**src/rtl/tx_8b10b_serializer.sv**
```systemverilog
// ---------------------------------------------------------------------------
// tx_8b10b_serializer
//
// Transmit end of the SERDES link. Bytes arrive over a valid/ready handshake,
// are 8b/10b encoded with running disparity (RD) and shifted out serially,
// one bit per clkTX, bit 9 (code bit 'a') first. After reset the block sends
// a preamble of SYNC_COMMAS+1 K28.5 commas (the reset word counts as the
// first one). Word slots that carry no data are filled with K28.5.
//
// Parameters
//   SYNC_COMMAS  K28.5 words loaded after the reset word before data is taken (>=1)
//
// Ports
//   clkTX      in   single clock, also forwarded to the receiver
//   resetN     in   asynchronous reset, active low
//   dataIn     in   [7:0] byte {HGF,EDCBA}: y = dataIn[7:5], x = dataIn[4:0]
//   kIn        in   1 = send dataIn as a control symbol (only K28.5 = 8'hBC legal)
//   dataValid  in   dataIn/kIn are valid
//   ready      out  byte is taken this cycle if dataValid = 1
//   SerialOut  out  serial line, MSB of the shift register
//   wordTick   out  1 on the last bit cycle of every word
//   syncing    out  1 while the sync preamble is being sent (FSM state view)
//   kErr       out  one-cycle pulse: an illegal K code was accepted
//
// Handshake: a byte is transferred on a rising clkTX edge where
// dataValid & ready are both 1. ready is only high during the last bit cycle
// of a word while in RUN; the source must hold dataValid/dataIn/kIn until it
// sees ready, nothing is buffered, and dataValid outside ready is ignored.
// ---------------------------------------------------------------------------
module tx_8b10b_serializer #(
    parameter int SYNC_COMMAS = 4
) (
    input  logic       clkTX,
    input  logic       resetN,
    input  logic [7:0] dataIn,
    input  logic       kIn,
    input  logic       dataValid,
    output logic       ready,
    output logic       SerialOut,
    output logic       wordTick,
    output logic       syncing,
    output logic       kErr
);

    typedef enum logic {
        ST_SYNC = 1'b0,
        ST_RUN  = 1'b1
    } state_t;

    localparam int              CNT_W     = (SYNC_COMMAS > 1) ? $clog2(SYNC_COMMAS) : 1;
    localparam logic [CNT_W-1:0] SYNC_LAST = CNT_W'(SYNC_COMMAS - 1);

    // K28.5 in both disparity columns, abcdei_fghj with 'a' in bit 9.
    localparam logic [9:0] K285_NEG = 10'b001111_1010; // sent when RD-
    localparam logic [9:0] K285_POS = 10'b110000_0101; // sent when RD+
    localparam logic [7:0] K285_BYTE = 8'hBC;

    // -----------------------------------------------------------------------
    // Code tables. Each entry is {RD- form, RD+ form}; neutral codes carry
    // the same value twice, D.07 and D.x.3 carry their two balanced forms.
    // -----------------------------------------------------------------------
    function automatic logic [11:0] tbl_5b6b(input logic [4:0] x);
        logic [11:0] t;
        case (x)
            5'd0:  t = {6'b100111, 6'b011000};
            5'd1:  t = {6'b011101, 6'b100010};
            5'd2:  t = {6'b101101, 6'b010010};
            5'd3:  t = {6'b110001, 6'b110001};
            5'd4:  t = {6'b110101, 6'b001010};
            5'd5:  t = {6'b101001, 6'b101001};
            5'd6:  t = {6'b011001, 6'b011001};
            5'd7:  t = {6'b111000, 6'b000111};
            5'd8:  t = {6'b111001, 6'b000110};
            5'd9:  t = {6'b100101, 6'b100101};
            5'd10: t = {6'b010101, 6'b010101};
            5'd11: t = {6'b110100, 6'b110100};
            5'd12: t = {6'b001101, 6'b001101};
            5'd13: t = {6'b101100, 6'b101100};
            5'd14: t = {6'b011100, 6'b011100};
            5'd15: t = {6'b010111, 6'b101000};
            5'd16: t = {6'b011011, 6'b100100};
            5'd17: t = {6'b100011, 6'b100011};
            5'd18: t = {6'b010011, 6'b010011};
            5'd19: t = {6'b110010, 6'b110010};
            5'd20: t = {6'b001011, 6'b001011};
            5'd21: t = {6'b101010, 6'b101010};
            5'd22: t = {6'b011010, 6'b011010};
            5'd23: t = {6'b111010, 6'b000101};
            5'd24: t = {6'b110011, 6'b001100};
            5'd25: t = {6'b100110, 6'b100110};
            5'd26: t = {6'b010110, 6'b010110};
            5'd27: t = {6'b110110, 6'b001001};
            5'd28: t = {6'b001110, 6'b001110};
            5'd29: t = {6'b101110, 6'b010001};
            5'd30: t = {6'b011110, 6'b100001};
            5'd31: t = {6'b101011, 6'b010100};
            default: t = {6'b100111, 6'b011000};
        endcase
        return t;
    endfunction

    // use_alt selects the D.x.A7 form, which avoids a run of five equal bits
    // across the 6b/4b boundary.
    function automatic logic [7:0] tbl_3b4b(input logic [2:0] y, input logic use_alt);
        logic [7:0] t;
        case (y)
            3'd0: t = {4'b1011, 4'b0100};
            3'd1: t = {4'b1001, 4'b1001};
            3'd2: t = {4'b0101, 4'b0101};
            3'd3: t = {4'b1100, 4'b0011};
            3'd4: t = {4'b1101, 4'b0010};
            3'd5: t = {4'b1010, 4'b1010};
            3'd6: t = {4'b0110, 4'b0110};
            3'd7: t = use_alt ? {4'b0111, 4'b1000} : {4'b1110, 4'b0001};
            default: t = {4'b1011, 4'b0100};
        endcase
        return t;
    endfunction

    // A subblock flips RD when it is not balanced.
    function automatic logic unbal6(input logic [5:0] v);
        int n;
        n = 0;
        for (int i = 0; i < 6; i++) begin
            if (v[i]) n++;
        end
        return (n != 3);
    endfunction

    function automatic logic unbal4(input logic [3:0] v);
        int n;
        n = 0;
        for (int i = 0; i < 4; i++) begin
            if (v[i]) n++;
        end
        return (n != 2);
    endfunction

    // -----------------------------------------------------------------------
    // State
    // -----------------------------------------------------------------------
    state_t           state_q,    state_d;
    logic [CNT_W-1:0] sync_cnt_q, sync_cnt_d;
    logic [9:0]       shreg_q,    shreg_d;
    logic [3:0]       bit_cnt_q,  bit_cnt_d;
    logic             rd_q,       rd_d;     // RD after the word in shreg (1 = RD+)

    // -----------------------------------------------------------------------
    // Encoder: dataIn at the current rd_q.
    // -----------------------------------------------------------------------
    logic [4:0]  enc_x;
    logic [2:0]  enc_y;
    logic [11:0] enc_tbl6;
    logic [7:0]  enc_tbl4;
    logic [5:0]  enc_6b;
    logic [3:0]  enc_4b;
    logic        rd_mid;
    logic        use_alt;
    logic [9:0]  enc_word;
    logic        rd_enc;

    always_comb begin
        enc_x    = dataIn[4:0];
        enc_y    = dataIn[7:5];
        enc_tbl6 = tbl_5b6b(enc_x);
        enc_6b   = rd_q ? enc_tbl6[5:0] : enc_tbl6[11:6];
        rd_mid   = rd_q ^ unbal6(enc_6b);
        use_alt  = (!rd_mid && (enc_x == 5'd17 || enc_x == 5'd18 || enc_x == 5'd20)) ||
                   ( rd_mid && (enc_x == 5'd11 || enc_x == 5'd13 || enc_x == 5'd14));
        enc_tbl4 = tbl_3b4b(enc_y, use_alt);
        enc_4b   = rd_mid ? enc_tbl4[3:0] : enc_tbl4[7:4];
        rd_enc   = rd_mid ^ unbal4(enc_4b);
        enc_word = {enc_6b, enc_4b};
    end

    // -----------------------------------------------------------------------
    // FSM next state, datapath next state and outputs
    // -----------------------------------------------------------------------
    logic       take;
    logic       send_data;
    logic [9:0] comma_word;

    always_comb begin
        // defaults: mid-word shift
        state_d    = state_q;
        sync_cnt_d = sync_cnt_q;
        shreg_d    = {shreg_q[8:0], 1'b0};
        bit_cnt_d  = bit_cnt_q - 4'd1;
        rd_d       = rd_q;

        wordTick   = (bit_cnt_q == 4'd0);
        syncing    = (state_q == ST_SYNC);
        ready      = wordTick && (state_q == ST_RUN);
        take       = dataValid && ready;
        send_data  = take && !kIn;
        // Any accepted K request goes out as K28.5; only a wrong byte is flagged.
        kErr       = take && kIn && (dataIn != K285_BYTE);
        comma_word = rd_q ? K285_POS : K285_NEG;

        if (wordTick) begin
            bit_cnt_d = 4'd9;
            if (send_data) begin
                shreg_d = enc_word;
                rd_d    = rd_enc;
            end else begin
                shreg_d = comma_word;
                rd_d    = ~rd_q;
            end

            case (state_q)
                ST_SYNC: begin
                    if (sync_cnt_q == '0) state_d    = ST_RUN;
                    else                  sync_cnt_d = sync_cnt_q - CNT_W'(1);
                end
                ST_RUN:  state_d = ST_RUN;
                default: state_d = ST_SYNC;
            endcase
        end
    end

    assign SerialOut = shreg_q[9];

    // -----------------------------------------------------------------------
    // Registers. The reset word is the RD+ column of K28.5, so rd starts at RD-.
    // -----------------------------------------------------------------------
    always_ff @(posedge clkTX or negedge resetN) begin
        if (!resetN) begin
            state_q    <= ST_SYNC;
            sync_cnt_q <= SYNC_LAST;
            shreg_q    <= K285_POS;
            bit_cnt_q  <= 4'd9;
            rd_q       <= 1'b0;
        end else begin
            state_q    <= state_d;
            sync_cnt_q <= sync_cnt_d;
            shreg_q    <= shreg_d;
            bit_cnt_q  <= bit_cnt_d;
            rd_q       <= rd_d;
        end
    end

endmodule
```
**config.mk**
```make
export PLATFORM = sky130hd
export DESIGN_NAME = tx_8b10b_serializer
export DESIGN_NICKNAME = d
export VERILOG_FILES = /design/src/rtl/tx_8b10b_serializer.sv
export SDC_FILE = /design/constraint.sdc
export NUM_CORES = 1
export LEC_CHECK = 0
export ABC_AREA = 1
export ABC_CLOCK_PERIOD_IN_PS = 9700
export CORE_ASPECT_RATIO = 1.1
export CORE_UTILIZATION = 40
export DETAILED_ROUTE_END_ITERATION = 8
export PLACE_DENSITY_LB_ADDON = 0.12
export SLEW_MARGIN = 20
export SYNTH_ARGS = -nofsm -noshare
export SYNTH_HDL_FRONTEND = slang
export SYNTH_SLANG_ARGS = --single-unit
```
**constraint.sdc**
```tcl
create_clock -name clkTX -period 9.7 [get_ports clkTX]
set_input_delay 2.91 -clock clkTX [delete_from_list [all_inputs] [get_ports clkTX]]
set_output_delay 2.91 -clock clkTX [all_outputs]
set_load 0.01 [all_outputs]
```
==> images/class_map.png <==
The bar under the picture is 20 µm long.
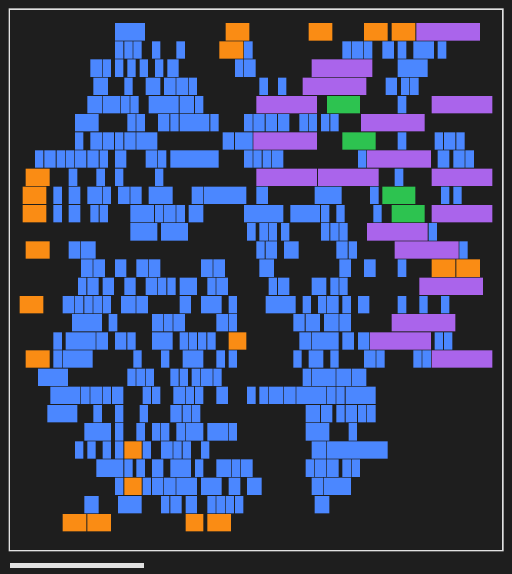
blue -> remaining logic cells  # cells 327, share of their area 71%
orange -> remaining buffers and delay cells  # cells 20, share of their area 7.8%
green -> clock drivers and dummy loads  # cells 4, share of their area 2.3%
purple -> registers  # cells 18, share of their area 19%
Core Region: 5395 µm²
Final Cell Area: 2529 µm²
fin util: 46.87%

==> images/clock_wires.png <==
The bar under the picture is 20 µm long.
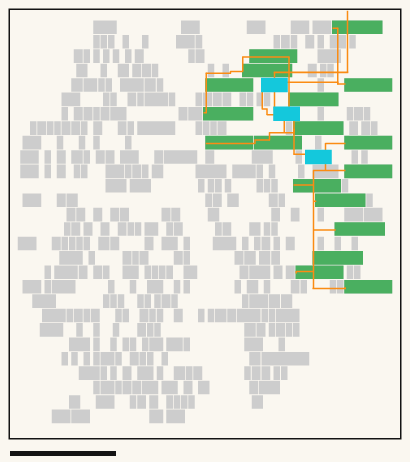
cyan -> clock-net drivers  # count 3
orange -> clock wires  # length 194 µm
green -> flip-flops  # count 18
routed clock nets = 4
Clk. pwr: 0.0585 mW
clock power share: 7.4%
clock latency on the worst-skew pair: 0.25 ns
Setup Skew: 0.005584 ns

## logic make-up after synthesis
family                   Yosys count  share of synthesized area, %
AND-OR/OR-AND                     49                         12.75
flip-flops                        18                         20.40
buffers and inverters             62                         11.97
adder cells (fa/ha/maj)           15                         8.315
AND/OR/NAND/NOR                  211                         45.79
XOR/XNOR                           2                        0.7762
## repair_timing
item,CTS,global route
hold buffers,0,0
endpoints found under the hold margin,0,0
endpoints found under the setup margin,0,1
gates resized,0,1
## registers in the layout (all words and copies together), names as in the netlist
| name | cells |
|---|---|
| rd_q | 1 |
| sync_cnt_q | 2 |
| shreg_q | 10 |
| bit_cnt_q | 4 |
| state_q | 1 |
## path summary, 6_finish.rpt
kind                             from      endpoint  cells past startpoint
max in group asynchronous      resetN  bit_cnt_q[1]                      1
max reg2reg                      rd_q          rd_q                     43
max                         dataIn[0]          rd_q                     49
min reg2reg                shreg_q[1]    shreg_q[2]                      2
min                        shreg_q[1]    shreg_q[2]                      2
min in group asynchronous      resetN    shreg_q[3]                      1
## through the flow
stage,power [mW],hold WS (ns)
2_1_floorplan,0.6303,0.4255
3_3_place_gp,0.7245,0.4332
3_5_place_dp,0.7341,0.4375
4_1_cts,0.7967,0.4533
5_1_grt,0.8986,0.4760
6_report,0.7945,0.4608
## Yosys cell counts (all sizes together), types with 2 or more instances
cell    count
a21oi      17
inv        50
o221ai      2
and2        3
xor2        2
nor2       19
ha         15
nand3b      3
nand2     128
nand3      53
clkbuf      2
dfstp       8
dfrtp      10
o21ai      25
buf        10
or2         2
## critical path, delay by kind of cell
kind	cells	cell delay (ns)
AND-OR/OR-AND	3	0.37
adder cells (fa/ha/maj)	7	1.92
buffers and inverters	11	1.23
AND/OR/NAND/NOR	27	2.61
XOR/XNOR	1	0.24
## layer usage
| layer | GRT usage, % | vias up | routed length [µm] |
|---|---|---|---|
| met5 | 0 | - | 0 |
| met4 | 3.077 | 0 | 25 |
| met3 | 1.861 | 2 | 136 |
| met2 | 30.55 | 38 | 2331 |
| met1 | 23.30 | 971 | 2442 |
| li1 | - | 1173 | - |
## placed cells by master, fill, tap and decap left out, types with 5 or more instances in the layout
master           Yosys  routed
a21oi_1             15      15
clkdlybuf4s50_1      0      16
dfrtp_1             10      10
dfstp_2              8       8
ha_1                15      14
inv_1               46      46
nand2_1            108     108
nand2_2             14      14
nand2_4              6       6
nand3_1             46      46
nand3_2              6       6
nor2_1              17      17
o21ai_0             19      19
o21ai_1              5       5
## power groups by stage
| stage | combinational (mW) | sequential, mW | clock, mW |
|---|---|---|---|
| after global routing | 0.741 | 0.0927 | 0.0647 |
| after detailed placement | 0.641 | 0.0931 | 0 |
| final | 0.644 | 0.0918 | 0.0585 |
| after global placement | 0.631 | 0.0933 | 0 |
| after CTS | 0.644 | 0.0919 | 0.0604 |
| after floorplan | 0.543 | 0.0871 | 0 |
## layout make-up
| type | instances | area (µm²) |
|---|---|---|
| multi-input combinational | 277 | 1539 |
| inverter | 50 | 190.2 |
| fill | 587 | 2867 |
| sequential | 18 | 460.4 |
| tap | 75 | 93.84 |
| timing repair buffer | 20 | 190.2 |
| clock buffer | 4 | 55.05 |
==> flow_summary.ini <==
; yosys + openroad results
[outcome]
status = finished clean

[global_route]
grt_pass1_wl_mm = 8.293
grt_max_degree = 19
grt_antenna_before_repair = 0
grt_pass1_vias = 1893
track_usage_pct = 17.47

[logic_synthesis]
syn_inst = 357
synth_cell_types = 39
top_area_share_pct = 17.96
edf_count = 0
ys_warn_count = 0
synth_flops = 18
synthTopCellsByArea = nand2_1, dfrtp_1, nand3_1

[final_layout]
final_layout_size_suffix_gt1_share_pct = 14.91
nets = 397
antenna_cells = 0

[job]
maxCapViolCount = 0
warnings = 33

[cts]
cts_tree = built
h-tree-depth = 1
clk_path_buf_depth = 2

[detailed_routing]
drc = 0
wire_per_inst_um = 11.11
dr.pass1.iters = 5
wl_mm = 4.935

[pwr]
sw_frac_of_total_pct = 55.44
seq_power_share_pct = 11.6
powerDensity_nw_per_um2 = 314.2
p_int_mw = 0.3541
power_switching_mw = 0.4405
leakage_nw = 1.325

[placement]
io_buffers = 16
dp_hpwl_mm = 4.067

[setup_path]
cpMostUsedCell = nand2_1
crit_arrival_ns = 9.31
critPathKind = primary input to flop
cp-end-kind = flop
cp-start-kind = primary input
r2r_slack_ns = 3.62

[final_timing]
worstMarginPinSlew_ns = 0.7719
period_minus_slack_ns = 9.163
drv_slew = 0
slew_headroom_pct = 48.38

[min_path]
hold_path_class = flop to flop

[floorplan]
rows = 28
initCoreUtil_pct = 41.84
dieWidth_um = 73.63
Power figures rest on the tool's default switching activity, not on a simulated workload.
